==> config.mk <==
export PLATFORM = sky130hd
export DESIGN_NAME = output_result_drain
export DESIGN_NICKNAME = d
export VERILOG_FILES = /design/src/rtl/output_result_drain.sv
export SDC_FILE = /design/constraint.sdc
export NUM_CORES = 1
export LEC_CHECK = 0
export CORE_UTILIZATION = 30
export CTS_CLUSTER_SIZE = 10
export DETAILED_ROUTE_END_ITERATION = 6
export PLACE_DENSITY_LB_ADDON = 0.12
export RECOVER_POWER = 50
export SKIP_CTS_REPAIR_TIMING = 1
export SYNTH_ARGS = -nofsm -noshare
export SYNTH_HDL_FRONTEND = slang
export SYNTH_SLANG_ARGS = --single-unit
==> constraint.sdc <==
create_clock -name clk -period 6.05 [get_ports clk]
set_clock_uncertainty 0.2 [all_clocks]
set_input_delay 0.9075 -clock clk [delete_from_list [all_inputs] [get_ports clk]]
set_output_delay 0.9075 -clock clk [all_outputs]
set_load 0.005 [all_outputs]
==> src/rtl/output_result_drain.sv <==
// output_result_drain: after accumulation finishes, reads the output-result
// BRAM banks one row at a time over port B and serializes each row bank by
// bank onto a valid/ready stream toward writeback/DMA.
// Optional build macro OUTPUT_DRAIN_PREFETCH_EN: a ping-pong row buffer lets the
// read of row r+1 overlap the streaming of row r, for Dimension cycles per row.
module output_result_drain #(
    parameter int DW        = 16,
    parameter int Dimension = 16,
    parameter int ADDR_W    = 9,
    parameter int RD_LAT    = 2
) (
    input  logic                    clk,
    input  logic                    rst,
    input  logic                    start,
    input  logic [ADDR_W:0]         num_rows,
    output logic [Dimension-1:0]    enb_drain,
    output logic [ADDR_W-1:0]       addrb_drain,
    input  logic [Dimension*DW-1:0] doutb_flat,
    output logic [DW-1:0]           m_tdata,
    output logic                    m_tvalid,
    input  logic                    m_tready,
    output logic                    m_tlast,
    output logic                    busy,
    output logic                    done
);

    localparam int BW = (Dimension > 1) ? $clog2(Dimension) : 1;
    localparam int CW = $clog2(RD_LAT + 1);
    localparam logic [ADDR_W:0] ROW_ONE = {{ADDR_W{1'b0}}, 1'b1};

    typedef enum logic [2:0] {
        S_IDLE, S_READ, S_WAIT, S_CAPTURE, S_SEND, S_NEXT, S_DONE
    } state_t;

    state_t            state_q, state_d;
    logic [ADDR_W:0]   num_rows_q;
    logic [ADDR_W:0]   row_cnt;
    logic [ADDR_W:0]   row_inc;
    logic [BW-1:0]     bank_cnt;
    logic [CW-1:0]     wait_cnt;
    logic [ADDR_W-1:0] addr_hold;
    logic              last_bank;
    logic              send_valid;
    logic              beat;

`ifdef OUTPUT_DRAIN_PREFETCH_EN
    localparam int NBUF = 2;
    logic          buf_sel;    // buffer currently being streamed
    logic          pf_active;  // prefetch read in flight
    logic          pf_full;    // idle buffer holds the next row
    logic [CW-1:0] pf_cnt;
    logic          more_rows;
    assign more_rows = row_inc < num_rows_q;
`else
    localparam int NBUF = 1;
`endif

    logic [DW-1:0] row_buf [NBUF][Dimension];

    assign row_inc   = row_cnt + ROW_ONE;
    assign last_bank = (bank_cnt == BW'(Dimension - 1));

`ifdef OUTPUT_DRAIN_PREFETCH_EN
    // Hold back the final beat of a row until the next row is in the idle buffer.
    assign send_valid = (state_q == S_SEND) && !(last_bank && more_rows && !pf_full);
`else
    assign send_valid = (state_q == S_SEND);
`endif
    assign beat = send_valid && m_tready;

    // State register.
    always_ff @(posedge clk or negedge rst) begin
        if (!rst) begin
            state_q <= S_IDLE;
        end else begin
            // NOTE: every clocked assignment is non-blocking so all registers
            // update from the same pre-edge values, exactly as flops do.
            state_q <= state_d;
        end
    end

    // Next-state and output decode.
    always_comb begin
        // NOTE: every output gets a default first, so no path leaves a
        // signal unassigned and no latch is inferred.
        state_d     = state_q;
        enb_drain   = '0;
        addrb_drain = addr_hold;
        m_tvalid    = send_valid;
        m_tdata     = '0;
        m_tlast     = 1'b0;
        busy        = (state_q != S_IDLE);
        done        = 1'b0;
        case (state_q)
            S_IDLE: begin
                if (start) state_d = (num_rows == '0) ? S_DONE : S_READ;
            end
            S_READ: begin
                enb_drain   = '1;
                addrb_drain = row_cnt[ADDR_W-1:0];
                state_d     = (RD_LAT == 1) ? S_CAPTURE : S_WAIT;
            end
            S_WAIT: begin
                enb_drain   = '1;
                addrb_drain = row_cnt[ADDR_W-1:0];
                if (wait_cnt == CW'(RD_LAT - 2)) state_d = S_CAPTURE;
            end
            S_CAPTURE: begin
                enb_drain   = '1;
                addrb_drain = row_cnt[ADDR_W-1:0];
                state_d     = S_SEND;
            end
            S_SEND: begin
`ifdef OUTPUT_DRAIN_PREFETCH_EN
                m_tdata = row_buf[buf_sel][bank_cnt];
`else
                m_tdata = row_buf[0][bank_cnt];
`endif
                m_tlast = last_bank && (row_inc == num_rows_q);
                if (beat && last_bank) begin
`ifdef OUTPUT_DRAIN_PREFETCH_EN
                    state_d = pf_full ? S_SEND : S_NEXT;
`else
                    state_d = S_NEXT;
`endif
                end
            end
            S_NEXT: begin
                state_d = (row_inc == num_rows_q) ? S_DONE : S_READ;
            end
            S_DONE: begin
                done    = 1'b1;
                state_d = S_IDLE;
            end
            default: state_d = S_IDLE;
        endcase
`ifdef OUTPUT_DRAIN_PREFETCH_EN
        if (pf_active) begin
            enb_drain   = '1;
            addrb_drain = row_inc[ADDR_W-1:0];
        end
`endif
    end

    // Datapath: counters, row buffer capture and (optionally) the prefetch engine.
    always_ff @(posedge clk or negedge rst) begin
        if (!rst) begin
            num_rows_q <= '0;
            row_cnt    <= '0;
            bank_cnt   <= '0;
            wait_cnt   <= '0;
            addr_hold  <= '0;
            // NOTE: the row buffer is only a few registers, not a RAM, so it is
            // cleared in reset like any other state; a real memory would not be.
            for (int b = 0; b < NBUF; b++)
                for (int k = 0; k < Dimension; k++)
                    row_buf[b][k] <= '0;
`ifdef OUTPUT_DRAIN_PREFETCH_EN
            buf_sel   <= 1'b0;
            pf_active <= 1'b0;
            pf_full   <= 1'b0;
            pf_cnt    <= '0;
`endif
        end else begin
            addr_hold <= addrb_drain;
            case (state_q)
                S_IDLE: begin
                    if (start) begin
                        num_rows_q <= num_rows;
                        row_cnt    <= '0;
                    end
                end
                S_READ: wait_cnt <= '0;
                S_WAIT: wait_cnt <= wait_cnt + CW'(1);
                S_CAPTURE: begin
                    for (int k = 0; k < Dimension; k++)
`ifdef OUTPUT_DRAIN_PREFETCH_EN
                        row_buf[buf_sel][k] <= doutb_flat[k*DW +: DW];
`else
                        row_buf[0][k] <= doutb_flat[k*DW +: DW];
`endif
                    bank_cnt <= '0;
                end
                S_SEND: begin
                    if (beat) begin
                        if (last_bank) begin
                            bank_cnt <= '0;
`ifdef OUTPUT_DRAIN_PREFETCH_EN
                            if (pf_full) begin
                                buf_sel <= ~buf_sel;
                                pf_full <= 1'b0;
                                row_cnt <= row_inc;
                            end
`endif
                        end else begin
                            bank_cnt <= bank_cnt + BW'(1);
                        end
                    end
                end
                S_NEXT: row_cnt <= row_inc;
                default: ;
            endcase
`ifdef OUTPUT_DRAIN_PREFETCH_EN
            if (state_q == S_IDLE) begin
                buf_sel   <= 1'b0;
                pf_active <= 1'b0;
                pf_full   <= 1'b0;
            end else if (pf_active) begin
                // Same timing as READ/WAIT/CAPTURE: capture after RD_LAT enabled edges.
                if (pf_cnt == CW'(RD_LAT)) begin
                    for (int k = 0; k < Dimension; k++)
                        row_buf[~buf_sel][k] <= doutb_flat[k*DW +: DW];
                    pf_active <= 1'b0;
                    pf_full   <= 1'b1;
                end else begin
                    pf_cnt <= pf_cnt + CW'(1);
                end
            end else if (state_q == S_SEND && !pf_full && more_rows) begin
                pf_active <= 1'b1;
                pf_cnt    <= '0;
            end
`endif
        end
    end

endmodule

run_1/layers.png
Two of the layers only.
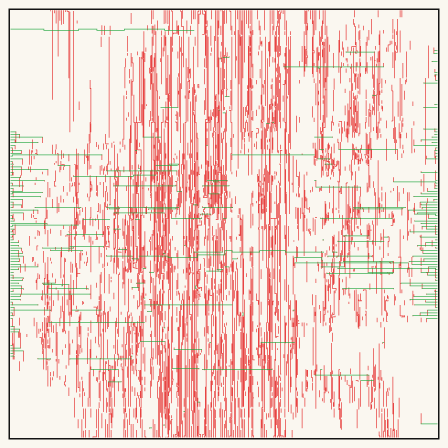
[M3] green | wire length: 2540 um
[M2] red | wire length: 22.3 mm
DR vias: 10970
GRT Total Usage: 0.2041
Wirelength per Cell: 20.28 um
Final Routed Wirelength: 46740 um

run_1/clock_nets.png
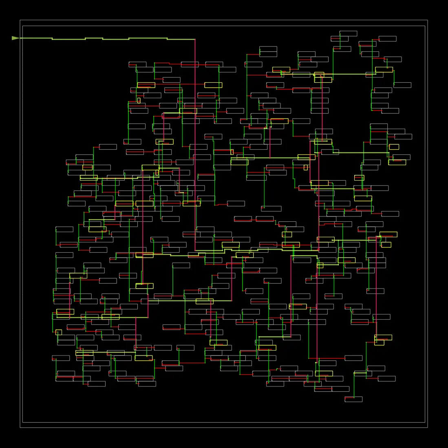
TritonCTS Buffers: 37
CTS sink cnt: 294
clkbuf count: 49

==> run_results.csv, run 1 <==
group,metric,value,unit
routing,drtAntennaViolNets,0,
routing,drc,0,
setup_path,cp_slowest_cell,"dfrtp_4",
synthesis,topCellsByArea,"dfrtp_1, nand2_1, mux4_2",
setup_path,r2r_slack,1.37,ns
setup_path,cp.depth,5,
setup_path,path_common_cell,"mux4_2",
run,tool_warnings,30,
routing,routed_via_density,4.759,
floorplan,die_w,215.3,um
setup_path,cpPeakStageDelay,0.84,ns
timing,hold_viol_final,0,
synthesis,syn_avg_cell_area,9.488,um2
setup_path,cp-start-kind,"register",
synthesis,ys_seq_elements,294,
setup_path,critPathKind,"register to output pin",
setup_path,cp-startpoint,"bank_cnt[0]",
timing,setup_violations,0,
timing,slew_headroom,-1.231,
synthesis,ys_cells,1438,
timing,worstMarginPinSlew,3.347,ns
global_route,grt_pass1_wl,70640,um
routing,met1Wirelength,20740,um
synthesis,flop_cell,"dfrtp_1",
cts,cts_root_buffer,"clkbuf_16",
synthesis,synth_cell_type_count,47,
power,power.leakage,0.008490,uW
routing,wl_met2,22290,um
global_route,grt_pass1_vias,11240,
placed_design,numPortBuffers,314,
synthesis,synthCells,1438,
synthesis,synth_nets,1711,
global_route,grt_max_degree,179,
setup_path,r2r_cells,5,
cells_and_area,lay_top_cells,"nand2_1, clkdlybuf4s50_1, dfrtp_1",
floorplan,row_count,77,
cts,clockBufferDepth,3,
synthesis,top_area_frac,0.5392,
setup_path,crit_path_end,"m_tdata[15]",
setup_path,r2r_start,"state_q[2]",
cells_and_area,fin_nets,1973,
cells_and_area,drive_above_1_share,0.09224,
cts,cts_tree,"built",
floorplan,die_h,215.3,um
setup_path,critical_path_buf_inv_count,2,
power,vdd_drop_max,0.0002782,V
routing,drt_pass1_iterations,5,
floorplan,num_io_pins,315,
status,outcome,"finished, violations left",
setup_path,critPathRequiredTime,4.94,ns
timing,fin_setup_tns,0,ns
synthesis,syn_area,13640,um2
cells_and_area,layout_top_cell,"nand2_1",
synthesis,yosysSeqAreaShare,0.5392,
routing,routed.top_layer,"met4",
setup_path,cp_top_family,"multiplexers",
synthesis,synth_top_cell_by_area,"dfrtp_1",
timing,period_used_share,0.7742,
setup_path,critPathArrivalTime,3.58,ns
power,power,9127,uW
timing,period_needed,4.684,ns
run,maxCapViolCount,2,
placed_design,place.gp.congestion,0.8121,
synthesis,synth_top_cell_by_count,"nand2_1",
routing,wl_met3,2540,um
synthesis,yosys-stat-area,13640,um2
global_route,antenna_found_initial,3,
status,violations,"capacitance limit, slew limit",
setup_path,crit_path_max_fanout,32,
cells_and_area,syn_to_final_growth,34.08,%
floorplan,fp_util,0.3065,
global_route,overflow,0,
worst_hold_path,min_path_type,"input port to async pin",
synthesis,yosysWarnings,0,
routing,first_iter_violations,638,
setup_path,crit_chain,"buf_4 > mux4_2 > mux4_2 > and2_1 > clkdlybuf4s50_1",
cts,clkTransAtPathRegs,0.06,ns
floorplan,core_area,44510,um2
floorplan,die_area,46340,um2
synthesis,synth-edff-count,0,
timing,rsz0062_at_grt,"no",
cts,clock.latency.late_pin,0.53,ns
cts,h-tree-depth,2,
synthesis,common_cells,"nand2_1, dfrtp_1, mux4_2",
cells_and_area,num_antenna_cells,0,
setup_path,critPathCaptureType,"output pin",
timing,max_freq,213.5,MHz
power,power.density,498.9,nW/um2
setup_path,r2r_end,"row_buf[217]",
cells_and_area,fill_cells,4456,
placed_design,dp_hpwl,34620,um
timing,maxSlewViolCount,140,
synthesis,async_flop_share,1.000,
run_1/closeup.png
Scale bar: 10 um. Window x 93 to 123, y 93 to 123 um. Cells in gray, sequential cells in the stronger gray; small squares are vias.
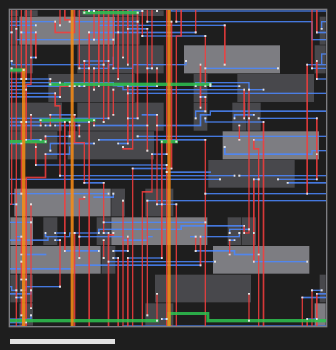
[M3] green
[M2] red
[M1] blue
[M4] orange
cells with their middle in the window: 34
sequential cells in the window: 7
most frequent: nand2_1 (13), mux4_2 (7), dfrtp_1 (7)
netlist names of flops here include: row_buf (7)

run_1/m1.png
Supply wires on this layer in gray.
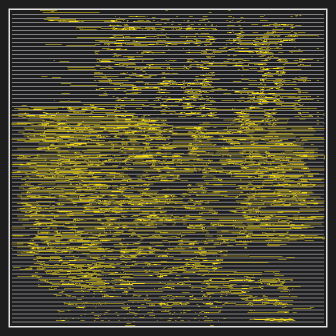
share of all routed wire: 44%
main direction: horizontal
wire length on this layer: 20.7 mm
longest straight run: 79.6 um

run 1: through the flow:
| step | setup slack, ns | cell area, um2 | cells | util | hold WS (ns) |
|---|---|---|---|---|---|
| floorplan | 2.872 | 13640 | 1438 | - | 0.2403 |
| global placement | 1.915 | 17200 | 2253 | 0.3865 | 0.2551 |
| detailed placement | 1.874 | 17200 | 2253 | 0.3865 | 0.2584 |
| CTS | 1.279 | 18310 | 2305 | 0.4114 | 0.2241 |
| global route | 0.8542 | 18290 | 2305 | 0.4110 | 0.2351 |
| finish | 1.366 | 18290 | 2305 | 0.4110 | 0.1761 |
run 1: layout make-up:
cell class	count	area, um2	area share
inverters	7	26.28	0.001436
well taps	592	740.7	0.04049
flip-flops and latches	294	7365	0.4026
multi-input cells	1036	5812	0.3177
clock inverters	3	22.52	0.001231
repair buffers	324	3244	0.1773
clock buffers	49	1084	0.05923
run 1: registers in the layout (all words and copies together), names as in the netlist:
signal	count
row_cnt	10
bank_cnt	4
num_rows_q	10
addr_hold	9
state_q	3
wait_cnt	2
row_buf	256
run 1: kinds of logic after synthesis:
| kind of cell | count (synthesis) | share of synthesized area |
|---|---|---|
| and+or+nand+nor | 884 | 0.2527 |
| buffers and inverters | 108 | 0.03540 |
| AOI/OAI and AO/OA | 46 | 0.02118 |
| muxes | 91 | 0.1410 |
| xor gates and xnor gates | 12 | 0.007703 |
| adders and majority gates | 3 | 0.002751 |
| DFF | 294 | 0.5392 |
run 1: routing by layer:
layer,vias to the layer above,track usage
li1,5146,-
met1,5417,0.2819
met2,346,0.3285
met3,60,0.03496
met4,0,0.05981
met5,-,0
run 1: power by group:
part	internal (uW)	switching, uW
Combinational	1660	1640
Clock	1240	832
Sequential	2900	861
run_1/m4.png
Supply wires on this layer in gray.
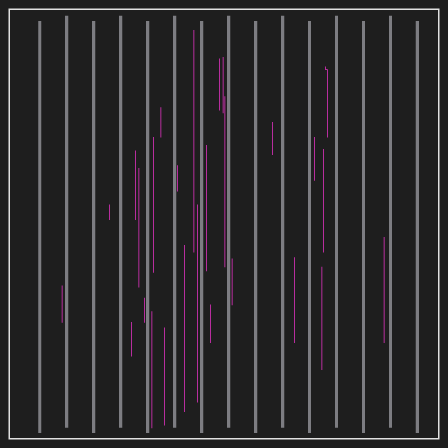

--- run 2 (diff from run 1) ---
Clock period 6.05 ns to 4.7 ns, I/O delays scaled along.
run_2/m4.png
Supply wires on this layer in gray.
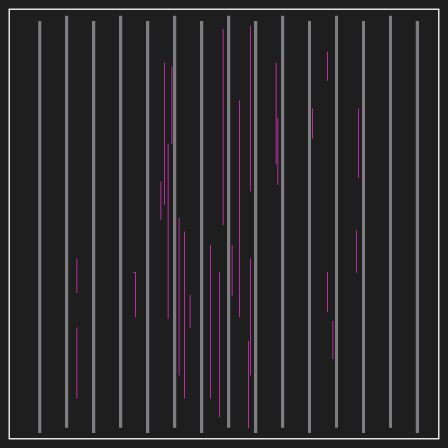
share of all routed wire: 2.6%
longest straight run: 109 um
main direction: vertical
Final Routed Wirelength: 48120 um
DR vias: 10930

run_2/m1.png
Supply wires on this layer in gray.
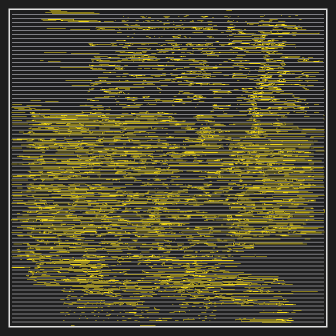
main direction: horizontal
wire length on this layer: 21.3 mm
nets with wire on the layer: 1754
share of all routed wire: 44%

==> run 2 against run 1 <==
The run still ends with capacitance limit, slew limit left. Area after synthesis stayed put. Utilization is essentially flat. Hold slack gained 0.092 ns. Clock power is 22% higher. Sequential share of layout area about the same. First-iteration DRC count up 14%. Critical path type unchanged. Largest cell class unchanged.
==> run_results.csv, run 2 <==
group,metric,value,unit
cells_and_area,largest_reg_flops,256,
timing,period_needed,4.167,ns
setup_path,crit_path_end,"m_tlast",
status,outcome,"finished, violations left",
cts,clockBufferDepth,3,
floorplan,row_count,77,
synthesis,synth-edff-count,0,
setup_path,critPathRequiredTime,3.80,ns
power,power,11700,uW
routing,first_iter_violations,726,
timing,slew_headroom,-0.9958,
worst_hold_path,min_path_type,"register to register",
routing,routed.top_layer,"met4",
power,vdd_drop_max,0.0002723,V
setup_path,cp_slowest_cell,"clkdlybuf4s50_1",
placed_design,place_area,17310,um2
synthesis,ys_cells,1438,
setup_path,critPathArrivalTime,3.26,ns
status,violations,"capacitance limit, slew limit",
cells_and_area,stdcell_count,2311,
cts,cts_tree,"built",
synthesis,syn_area,13640,um2
routing,routed_via_density,4.728,
synthesis,top_area_frac,0.5392,
cts,clkTransAtPathRegs,0.05,ns
routing,wl_met3,3489,um
timing,fin_setup_tns,0,ns
synthesis,synthCells,1438,
synthesis,syn_avg_cell_area,9.488,um2
setup_path,r2r_cells,5,
floorplan,die_area,46340,um2
synthesis,yosys-stat-area,13640,um2
synthesis,synth_nets,1711,
placed_design,pre_cts_slack,1.087,ns
routing,wire_per_inst,20.82,um
placed_design,dp_hpwl,36480,um
synthesis,async_flop_share,1.000,
placed_design,numPortBuffers,314,
cts,cts_root_buffer,"clkbuf_16",
global_route,grtUsageTotal,0.2112,
timing,worstMarginPinSlew,2.994,ns
timing,period_used_share,0.8865,
synthesis,synth_top_cell_by_area,"dfrtp_1",
cells_and_area,drive_above_1_share,0.09191,
setup_path,path_common_cell,"nor3_1",
setup_path,critPathCaptureType,"output pin",
cts,clock.latency.late_pin,0.53,ns
timing,maxSlewViolCount,110,
global_route,grt_pass1_wl,72230,um
floorplan,die_w,215.3,um
power,power.density,639.3,nW/um2
cells_and_area,syn_to_final_growth,34.12,%
routing,drtAntennaViolNets,0,
global_route,antenna_found_initial,0,
timing,setup_violations,0,
synthesis,synth_cell_type_count,47,
run,maxCapViolCount,1,
timing,rsz0062_at_grt,"no",
floorplan,num_io_pins,315,
global_route,grt_max_degree,151,
synthesis,ys_seq_elements,294,
synthesis,topCellsByArea,"dfrtp_1, nand2_1, mux4_2",
==> run 2: netlist changes by cell type in the layout (fill, tap and decap cells not counted), moves of 2 or more <==
cell       before  now
buf_12          2    5
clkbuf_1        4   11
clkbuf_16      39   37
clkbuf_2        0    3
clkbuf_8        7    1
==> run 2: cells by family (layout without fill, tap and decap cells) <==
family          after synthesis  count (layout)  share of synthesized area
compound gates               46              46                    0.02118
buf+inv                     108             389                    0.03540
fa+ha+maj                     3               3                   0.002751
flops                       294             294                     0.5392
simple gates                884             884                     0.2527
mux                          91              91                     0.1410
xor+xnor                     12              12                   0.007703
==> run 2: layout make-up <==
cell class                 instances  area (um2)
multi-input combinational       1036        5824
fill                            4432       26210
timing repair buffer             331        3319
inverter                           7       26.28
tap                              592       740.7
clock inverter                     3       47.55
sequential                       294        7365
clock buffer                      48       977.2
==> run 2: how the worst min path moves through the flow <==
stage / end / startpoint / depth (start not counted) / slack [ns]
finish: addr_hold[1] / addr_hold[1] / 2 / 0.27
global route: addr_hold[0] / addr_hold[0] / 2 / 0.28
CTS: row_buf[196] / rst / 1 / 0.08
detailed placement: row_buf[160] / row_buf[160] / 2 / 0.26
global placement: row_buf[182] / row_buf[182] / 2 / 0.26
floorplan: addr_hold[0] / rst / 0 / 0.21
==> run 2: report_power, final <==
part / leakage, uW / switching [uW] / internal [uW]
Combinational: 0.00435 / 2060 / 2140
Sequential: 0.00364 / 1220 / 3740
Clock: 0.000498 / 1040 / 1490
Total: 0.00848 / 4320 / 7380
==> run 2: routing by layer <==
metal | global-route usage | vias to the layer above
met1 | 0.2882 | 5324
met4 | 0.06312 | 0
li1 | - | 5155
met5 | 0 | -
met3 | 0.05520 | 57
met2 | 0.3289 | 391
Power is estimated from default activity; no workload was simulated.
